$ cat config.mk
export PLATFORM = sky130hd
export DESIGN_NAME = alu_iter_ctrl
export DESIGN_NICKNAME = d
export VERILOG_FILES = /design/src/rtl/alu_iter_ctrl.sv
export SDC_FILE = /design/constraint.sdc
export NUM_CORES = 1
export LEC_CHECK = 0
export ABC_AREA = 1
export CAP_MARGIN = 5
export CORE_UTILIZATION = 40
export DETAILED_ROUTE_END_ITERATION = 8
export GPL_ROUTABILITY_DRIVEN = 0
export PLACE_DENSITY = 0.75
export SLEW_MARGIN = 20
export SYNTH_ARGS = -nofsm -noshare
export SYNTH_HDL_FRONTEND = slang
export SYNTH_SLANG_ARGS = --single-unit
$ cat constraint.sdc
create_clock -name clk -period 3.87 [get_ports clk]
set_input_delay 0.5805 -clock clk [delete_from_list [all_inputs] [get_ports clk]]
set_output_delay 0.5805 -clock clk [all_outputs]
set_load 0.05 [all_outputs]
$ cat src/rtl/alu_iter_ctrl.sv
// Purpose  : iterative driver for an external combinational ALU; runs N Fibonacci-style
//            steps (A<=B, B<=alu_res) and reports the final B value as the result.
// Latency  : done pulses in the cycle after the Nth edge following the start edge
//            (N=0: the cycle after the start edge).
// Backpres.: none; start is only honoured in IDLE and dropped (not queued) in RUN/DONE.
//
// Ports:
//   clk, rst_n              clock, async active-low reset
//   start, op_in, a_init,   run request and its operands, captured when start is
//   b_init, iter_cnt        sampled high in IDLE
//   alu_a, alu_b, alu_op    operands/opcode to the external ALU (straight from flops)
//   alu_res                 combinational ALU result
//   busy, done, result      RUN indicator, completion pulse, last completed result
module alu_iter_ctrl #(
  parameter int DATA_W = 32,
  parameter int CNT_W  = 4
) (
  input  logic              clk,
  input  logic              rst_n,
  input  logic              start,
  input  logic [4:0]        op_in,
  input  logic [DATA_W-1:0] a_init,
  input  logic [DATA_W-1:0] b_init,
  input  logic [CNT_W-1:0]  iter_cnt,
  output logic [DATA_W-1:0] alu_a,
  output logic [DATA_W-1:0] alu_b,
  output logic [4:0]        alu_op,
  input  logic [DATA_W-1:0] alu_res,
  output logic              busy,
  output logic              done,
  output logic [DATA_W-1:0] result
);

  typedef enum logic [1:0] {
    IDLE = 2'd0,
    RUN  = 2'd1,
    DONE = 2'd2
  } state_t;

  state_t            state_q, state_d;
  logic [DATA_W-1:0] a_q, a_d;
  logic [DATA_W-1:0] b_q, b_d;
  logic [4:0]        op_q, op_d;
  logic [CNT_W-1:0]  cnt_q, cnt_d;
  logic [DATA_W-1:0] result_q, result_d;

  always_ff @(posedge clk or negedge rst_n) begin
    if (!rst_n) begin
      state_q  <= IDLE;
      a_q      <= '0;
      b_q      <= '0;
      op_q     <= '0;
      cnt_q    <= '0;
      result_q <= '0;
    end else begin
      state_q  <= state_d;
      a_q      <= a_d;
      b_q      <= b_d;
      op_q     <= op_d;
      cnt_q    <= cnt_d;
      result_q <= result_d;
    end
  end

  always_comb begin
    state_d  = state_q;
    a_d      = a_q;
    b_d      = b_q;
    op_d     = op_q;
    cnt_d    = cnt_q;
    result_d = result_q;

    case (state_q)
      IDLE: begin
        if (start) begin
          a_d   = a_init;
          b_d   = b_init;
          op_d  = op_in;
          cnt_d = iter_cnt;
          // A zero-length run never enters RUN, so cnt_q cannot underflow there;
          // the result is simply the untouched second operand.
          if (iter_cnt != '0) begin
            state_d = RUN;
          end else begin
            state_d  = DONE;
            result_d = b_init;
          end
        end
      end

      RUN: begin
        a_d   = b_q;
        b_d   = alu_res;
        cnt_d = cnt_q - 1'b1;
        // The last iteration's ALU output is captured directly as the result
        // (it is also the value B takes on this same edge).
        if (cnt_q == CNT_W'(1)) begin
          result_d = alu_res;
          state_d  = DONE;
        end
      end

      DONE: begin
        // Any start seen here is dropped; a new run needs start in IDLE.
        state_d = IDLE;
      end

      default: begin
        state_d = IDLE;
      end
    endcase
  end

  assign alu_a  = a_q;
  assign alu_b  = b_q;
  assign alu_op = op_q;
  assign busy   = (state_q == RUN);
  assign done   = (state_q == DONE);
  assign result = result_q;

endmodule

**Run 1: register map, names as in the netlist**

Other sequential cells in the stronger grey, the rest of the logic in the fainter grey.
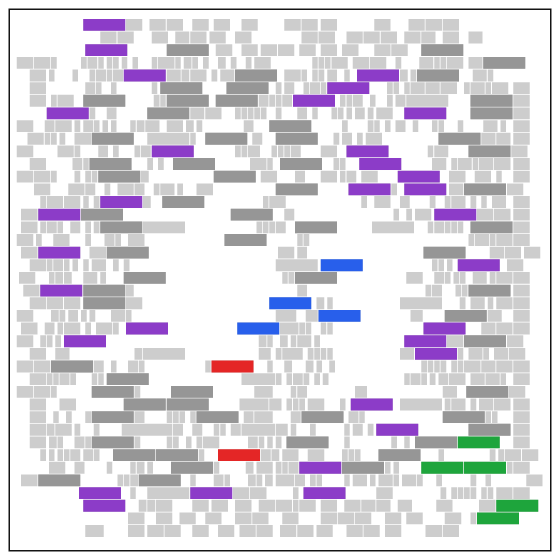
[red] `state_q` | placed flops: 2
[green] `alu_op` | placed flops: 5 | where: bottom right
[blue] `cnt_q` | placed flops: 4 | where: middle
[purple] `alu_b` | placed flops: 32 | where: spread over the die
not coloured: 64

**Run 1: routing congestion map**

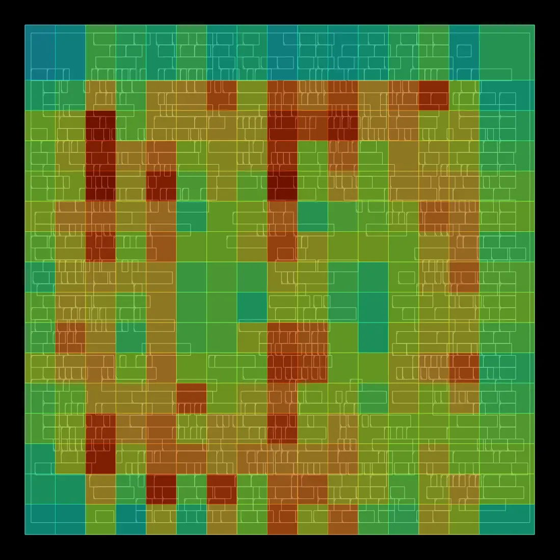
routed len/inst: 15.3 um
busiest grt layer: met2
final core utilization: 0.596

==> GITHUB_STEP_SUMMARY, run 1 <==
### Yosys + OpenROAD results

| Metric | Value |
|---|---|
| Maxcap violations | `0` |
| Setup crit start kind | `flip-flop` |
| Tool warnings | `27` |
| Clock Buffer Count | `11` |
| MI comb area | `0.00218 mm2` |
| Mapped Nets | `roughly 700` |
| Flop-to-flop setup slack | `between 1 and 1.5 ns` |
| Main power group | `combinational cells` |
| RR Endpoint | `result[15]$_DFFE_PN0P_` |
| Internal Pwr Total | `a little under 4 mW` |
| HPWL after detailed placement | `10.3 mm` |
| Pleak | `around 3.4 nW` |
| Worst-Skew Late Latency | `~0.35 ns` |
| Seq share, synth | `0.514` |
| FP Util | `0.411` |
| Die W | `~120 um` |
| Start point of the critical path | `state_q[0]$_DFFE_PN0P_` |
| Slew Limit Headroom | `0.430` |
| Vias after detailed routing | `4,850` |
| Crit path buf inv count | `2` |
| Inverters excl. clock | `7` |
| Combinational share of cell area | `0.289` |
| Clk_skew | `0.00695 ns` |
| N_diodes | `0` |
| Critical path type | `flip-flop to output pin` |
| Syn Inst Count | `slightly below 600` |
| Worst reg2reg path depth | `7` |
| Tap cell count | `172` |
| Unrepaired setup endpoints after global routing | `no` |
| Setup total negative slack | `0 ns` |
| M1 GR Usage | `0.290` |
| PD cells | `roughly 1100 mW/mm2` |
| Fin. max-slew vios | `0` |
| Outcome | `complete, no violations` |
| Registers | `107` |
| Mapped cell area | `roughly 0.0052 mm2` |
| Ys cells | `around 600` |
| Switching pwr | `between 4 and 5 mW` |
| Crit path largest cell delay | `~0.88 ns` |
| Congestion Overflow GR | `0` |
| Critical Path End Type | `output pin` |
| Syn Area/Cell | `between 8 and 9 um2` |
| Clk sinks | `about 110` |
| Overall routing resource usage | `0.221` |
| Cell family with most CP delay | `buffers and inverters` |
| Min cycle time layout | `about 2.6 ns` |
| Die area | `0.0135 mm2` |
| Hold Fails Final Rpt | `0` |
| First-pass DRT Iterations | `7` |
| Filler cell count | `around 1,100` |
| # IOs | `~210` |
| FF/Latch Area | `roughly 0.0027 mm2` |
| Yosys simple share | `0.272` |
| Reg-to-reg startpoint | `state_q[0]$_DFFE_PN0P_` |
| Yosys aoi share | `0.140` |
| Synth area leader | `dfrtp_1` |
| Detail Route met2 WL | `approximately 7.0 mm` |
| Area of the core | `roughly 0.013 mm2` |
| Setup Slack @ Placement | `1.39 ns` |
| #MultiIn Comb | `~440` |
| Yosys adder share | `0.00481` |
| Clock Path Buffers | `2` |
| Clk power | `0.896 mW` |
| H-tree levels | `3` |
| NonClk Buf Share | `0.286` |
| Routed Antenna Nets | `0` |
| Vertical die size | `around 120 um` |
| Total CTS buffers | `9` |
| Xor+xnor area frac | `0.00168` |
| Hold Path Class | `input pin to async pin` |
| Main logic family after synthesis | `simple AND/OR/NAND/NOR gates` |
| Largest net degree at the start of global routing | `between 80 and 90` |
| Most numerous logic cell after layout | `nand2_1` |
| Buffers excl. clock | `approximately 220` |
| Routed wire length | `14.6 mm` |
| Worst-Margin Slew | `~0.85 ns` |
| CTS clk-pin slew, worst paths | `0.06 ns` |
**Run 1: selected gate families**

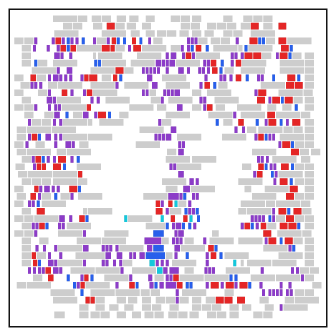
[cyan] inv cells | cells: 7 | most used: inv_1
[red] aoi and oai cells | cells: 101 | most used: a31oi_1 | where: spread over the die
[purple] nand cells | cells: 260 | most used: nand2_1 | where: spread over the die
[blue] nor cells | cells: 76 | most used: nor2_1 | where: spread over the die

==> run 1: through the flow <==
| stage | power, mW | std cells |
|---|---|---|
| floorplan | 5.92 | 596 |
| global placement | 7.34 | 942 |
| detailed placement | 7.47 | 942 |
| CTS | 8.39 | 958 |
| global route | 8.83 | 958 |
| finish | 8.33 | 958 |
==> run 1: worst max path at each step <==
| stage | endpoint | slack [ns] | cells after the start |
|---|---|---|---|
| floorplan | done | 2.02 | 2 |
| global placement | alu_a[24]$_DFFE_PN0P_ | 1.48 | 5 |
| detailed placement | result[15]$_DFFE_PN0P_ | 1.39 | 7 |
| CTS | busy | 1.30 | 3 |
| global route | result[9]$_DFFE_PN0P_ | 1.19 | 7 |
| finish | busy | 1.30 | 3 |
--- run 2 (diff from run 1) ---
CORE_UTILIZATION = 39   (was 40)
PLACE_DENSITY = 0.76   (was 0.75)
clock period = 2.2 ns   (was 3.87 ns; I/O delays follow)
**Run 2: routing congestion map**

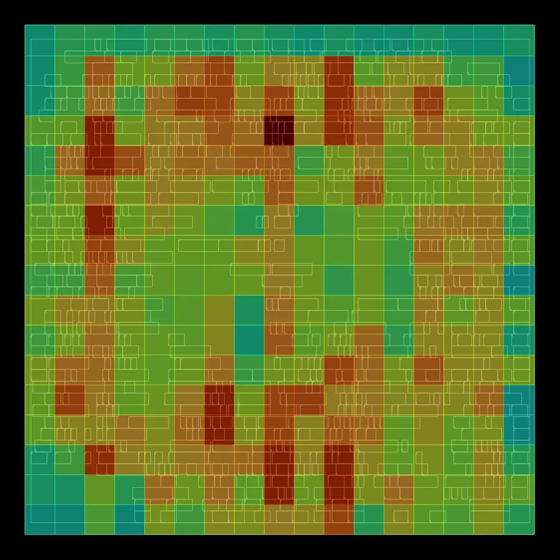
final core utilization: 0.597
met2 Use GR: 0.368
M3 GR Usage: 0.0417

==> run 2 against run 1 <==
  * Combinational power up about 80%
  * Synthesized area unchanged
  * Cell area is 1.4% higher
  * Count of clock-buffer cells in the layout did not move
  * First-iteration DRC count decreased by 29%
  * Synthesized cell count unchanged
  * Critical endpoint unchanged
==> GITHUB_STEP_SUMMARY, run 2 <==
### Yosys + OpenROAD results

| Metric | Value |
|---|---|
| Syn Inst Count | `596 (unchanged)` |
| Mapped Nets | `706 (unchanged)` |
| Clk power | `1.66 mW (was 0.896 mW)` |
| Final setup margin | `0.101 ns (was 1.30 ns)` |
| Setup total negative slack | `0 ns (unchanged)` |
| Clk sinks | `107 (unchanged)` |
| FP Util | `0.406 (was 0.411)` |
| Crit path buf inv count | `3 (was 2)` |
| Most numerous logic cell after layout | `nand2_1 (unchanged)` |
| M1 GR Usage | `0.283 (was 0.290)` |
| Max-area cell share | `0.514 (unchanged)` |
| Detail Route met2 WL | `7.31 mm (was 7.05 mm)` |
| Total CTS buffers | `9 (unchanged)` |
| Maxcap violations | `0 (unchanged)` |
| Worst-Margin Slew | `0.595 ns (was 0.854 ns)` |
| Commonest non-fill, non-tap cells in the layout | `nand2_1 (218), clkdlybuf4s50_1 (207), dfrtp_1 (107) (was nand2_1 (218), clkdlybuf4s50_1 (209), dfrtp_1 (107))` |
| Vias after detailed routing | `4,869 (was 4,850)` |
| Mapped cell area | `0.00520 mm2 (unchanged)` |
| Pleak | `3.42 nW (was 3.37 nW)` |
| #MultiIn Comb | `440 (unchanged)` |
| Die area | `0.0138 mm2 (was 0.0135 mm2)` |
| Final Power | `14.9 mW (was 8.33 mW)` |
| Routed len/inst | `15.8 um (was 15.3 um)` |
| Flop-to-flop setup slack | `0.34 ns (was 1.38 ns)` |
| Syn Area/Cell | `8.73 um2 (unchanged)` |
| Hold Fails Final Rpt | `0 (unchanged)` |
| Fin. max-slew vios | `0 (unchanged)` |
| Buffers excl. clock | `220 (was 216)` |
| FF/Latch Area | `0.00268 mm2 (unchanged)` |
| Setup Slack @ Placement | `0.342 ns (was 1.39 ns)` |
| Reg-to-reg startpoint | `cnt_q[1]$_DFFE_PN0P_ (was state_q[0]$_DFFE_PN0P_)` |
| Ys cells | `596 (unchanged)` |
| Overall routing resource usage | `0.221 (about the same)` |
| Largest net degree at the start of global routing | `108 (was 89)` |
| Yosys adder share | `0.00481 (unchanged)` |
| Die W | `118 um (was 116 um)` |
| NonClk Buf Share | `0.295 (was 0.286)` |
| Yosys simple share | `0.272 (unchanged)` |
| Busiest grt layer | `met2 (unchanged)` |
| Highest-delay cell along the critical path | `dfrtp_1 (was clkdlybuf4s50_1)` |
| Routed wire length | `15.2 mm (was 14.6 mm)` |
| CTS clk-pin slew, worst paths | `0.06 ns (about the same)` |
| Setup crit start kind | `flip-flop (unchanged)` |
| Slew Limit Headroom | `0.603 (was 0.430)` |
| HPWL after detailed placement | `10.9 mm (was 10.3 mm)` |
| Fin cells | `960 (was 958)` |
| Vertical die size | `118 um (was 116 um)` |
| WL met1 | `6.62 mm (was 6.35 mm)` |
| Clock Buffer Count | `11 (unchanged)` |
| H-tree levels | `3 (unchanged)` |
| Crit path largest cell delay | `0.59 ns (was 0.88 ns)` |
| Outcome | `complete, no violations (unchanged)` |
| Main logic family after synthesis | `simple AND/OR/NAND/NOR gates (unchanged)` |
| Filler cell count | `1,101 (was 1,112)` |
| Hold Path Class | `input pin to async pin (unchanged)` |
| Switching pwr | `7.87 mW (was 4.45 mW)` |
| Worst-Skew Late Latency | `0.34 ns (was 0.35 ns)` |
| Internal Pwr Total | `7.07 mW (was 3.88 mW)` |
| Min cycle time layout | `2.10 ns` |
| Clk_skew | `0.00715 ns (was 0.00695 ns)` |
| Xor+xnor area frac | `0.00168 (unchanged)` |
| MI comb area | `0.00218 mm2 (unchanged)` |
| Synth area leader | `dfrtp_1 (unchanged)` |
| Area of the core | `0.0128 mm2 (was 0.0127 mm2)` |
| Yosys aoi share | `0.140 (unchanged)` |
| PD cells | `1950 mW/mm2 (was 1100 mW/mm2)` |
| Clock Path Buffers | `2 (unchanged)` |
| Routed Antenna Nets | `0 (unchanged)` |
| First-pass DRT Iterations | `4 (was 7)` |
| Tap cell count | `172 (unchanged)` |
| Registers | `107 (unchanged)` |
| Cells after DPL | `946 (was 942)` |
| # IOs | `211 (unchanged)` |
| Combinational share of cell area | `0.285 (was 0.289)` |
| Critical path type | `flip-flop to output pin (unchanged)` |
| Critical Path End Type | `output pin (unchanged)` |
| Seq share, synth | `0.514 (unchanged)` |
| Cell family with most CP delay | `buffers and inverters (unchanged)` |
| Main power group | `combinational cells (unchanged)` |
| Inverters excl. clock | `7 (unchanged)` |
| Tool warnings | `29 (was 27)` |
| Worst reg2reg path depth | `7 (unchanged)` |
| N_diodes | `0 (unchanged)` |
| Congestion Overflow GR | `0 (unchanged)` |
| Unrepaired setup endpoints after global routing | `no (unchanged)` |
| Vias/cell | `5.07 (was 5.06)` |
| RR Endpoint | `result[10]$_DFFE_PN0P_ (was result[15]$_DFFE_PN0P_)` |
[run 2: cell count changes in the layout (fill, tap and decap cells not counted), sizes merged]
cell	before	now
buf	7	13
clkinv	4	1
bufinv	1	2
clkdlybuf4s50	209	207
[run 2: worst max-delay path by stage]
stage	startpoint	endpoint	slack, ns	depth (start not counted)
global route	state_q[0]$_DFFE_PN0P_	busy	0.009	4
finish	state_q[0]$_DFFE_PN0P_	busy	0.10	4
detailed placement	cnt_q[1]$_DFFE_PN0P_	result[10]$_DFFE_PN0P_	0.34	7
floorplan	state_q[1]$_DFFE_PN0P_	done	0.60	2
CTS	state_q[0]$_DFFE_PN0P_	busy	0.09	4
global placement	start	result[30]$_DFFE_PN0P_	0.44	6
--- run 3 (diff from run 2) ---
CTS_CLUSTER_SIZE = 20   (was default)
**Run 3: selected gate families**

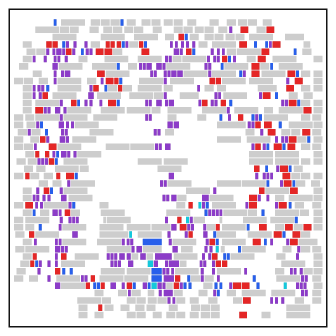
combinational share of cell area: 0.285
most numerous logic cell after layout: nand2_1
fin cells: 960

==> run 3 against run 2 <==
  * Utilization is the same
  * Clock skew is the same
  * Sequential power is essentially flat
  * Critical endpoint unchanged
  * Hold slack is the same
  * Non-clock buffer count is the same
  * Fmax is the same
  * Largest power group unchanged
==> GITHUB_STEP_SUMMARY, run 3 <==
### Yosys + OpenROAD results

| Metric | Value |
|---|---|
| H-tree levels | `3 (unchanged)` |
| M1 GR Usage | `0.283 (unchanged)` |
| Seq share, synth | `0.514 (unchanged)` |
| Area of the core | `0.0128 mm2 (unchanged)` |
| Syn Area/Cell | `8.73 um2 (unchanged)` |
| Busiest grt layer | `met2 (unchanged)` |
| RR Endpoint | `result[10]$_DFFE_PN0P_ (unchanged)` |
| Worst-Skew Late Latency | `0.34 ns (about the same)` |
| Vias/cell | `5.07 (unchanged)` |
| Total CTS buffers | `9 (unchanged)` |
| Met2 Use GR | `0.368 (unchanged)` |
| Critical Path End Type | `output pin (unchanged)` |
| Worst reg2reg path depth | `7 (unchanged)` |
| Clock Path Buffers | `2 (unchanged)` |
| Slew Limit Headroom | `0.603 (unchanged)` |
| Setup crit start kind | `flip-flop (unchanged)` |
| Die W | `118 um (unchanged)` |
| Die area | `0.0138 mm2 (unchanged)` |
| Routed wire length | `15.2 mm (unchanged)` |
| Cells after DPL | `946 (unchanged)` |
| Final setup margin | `0.101 ns (unchanged)` |
| Hold Fails Final Rpt | `0 (unchanged)` |
| Reg-to-reg startpoint | `cnt_q[1]$_DFFE_PN0P_ (unchanged)` |
| Inverters excl. clock | `7 (unchanged)` |
| Maxcap violations | `0 (unchanged)` |
| Setup Slack @ Placement | `0.342 ns (unchanged)` |
| Final Power | `14.9 mW (unchanged)` |
| Vertical die size | `118 um (unchanged)` |
| Flop-to-flop setup slack | `0.34 ns (about the same)` |
| Mapped Nets | `706 (unchanged)` |
| Start point of the critical path | `state_q[0]$_DFFE_PN0P_ (unchanged)` |
| Mapped cell area | `0.00520 mm2 (unchanged)` |
| CTS clk-pin slew, worst paths | `0.06 ns (about the same)` |
| Overall routing resource usage | `0.221 (unchanged)` |
| Outcome | `complete, no violations (unchanged)` |
| Final core utilization | `0.597 (unchanged)` |
| Buffers excl. clock | `220 (unchanged)` |
| Fin. max-slew vios | `0 (unchanged)` |
| Commonest non-fill, non-tap cells in the layout | `nand2_1 (218), clkdlybuf4s50_1 (207), dfrtp_1 (107) (unchanged)` |
| Clk sinks | `107 (unchanged)` |
| Max-area cell share | `0.514 (unchanged)` |
| N_diodes | `0 (unchanged)` |
| M3 GR Usage | `0.0417 (unchanged)` |
| FP Util | `0.406 (unchanged)` |
| Critical path type | `flip-flop to output pin (unchanged)` |
| Clk_skew | `0.00715 ns (unchanged)` |
| Unrepaired setup endpoints after global routing | `no (unchanged)` |
==> run 3: cell counts in the layout (fill, tap and decap cells not counted) <==
No cell type changed its count.
==> run 3: power breakdown <==
| group | internal (mW) | switching [mW] |
|---|---|---|
| clock | 0.984 | 0.671 |
| sequential | 2.99 | 0.740 |
| combinational | 3.10 | 6.46 |
==> run 3: kinds of logic after synthesis <==
group,share of synthesized area
adder cells (fa/ha/maj),0.00481
buffers and inverters,0.0668
flip-flops,0.514
AND-OR/OR-AND,0.140
AND/OR/NAND/NOR,0.272
XOR/XNOR,0.00168
==> run 3: critical path: stages (launching register included) <==
cell and delay [ns]:
dfrtp_1 0.59, inv_4 0.08, nor2_4 0.15, buf_4 0.40, buf_12 0.19
No activity file was given, so power comes from the tool's default toggle rates.
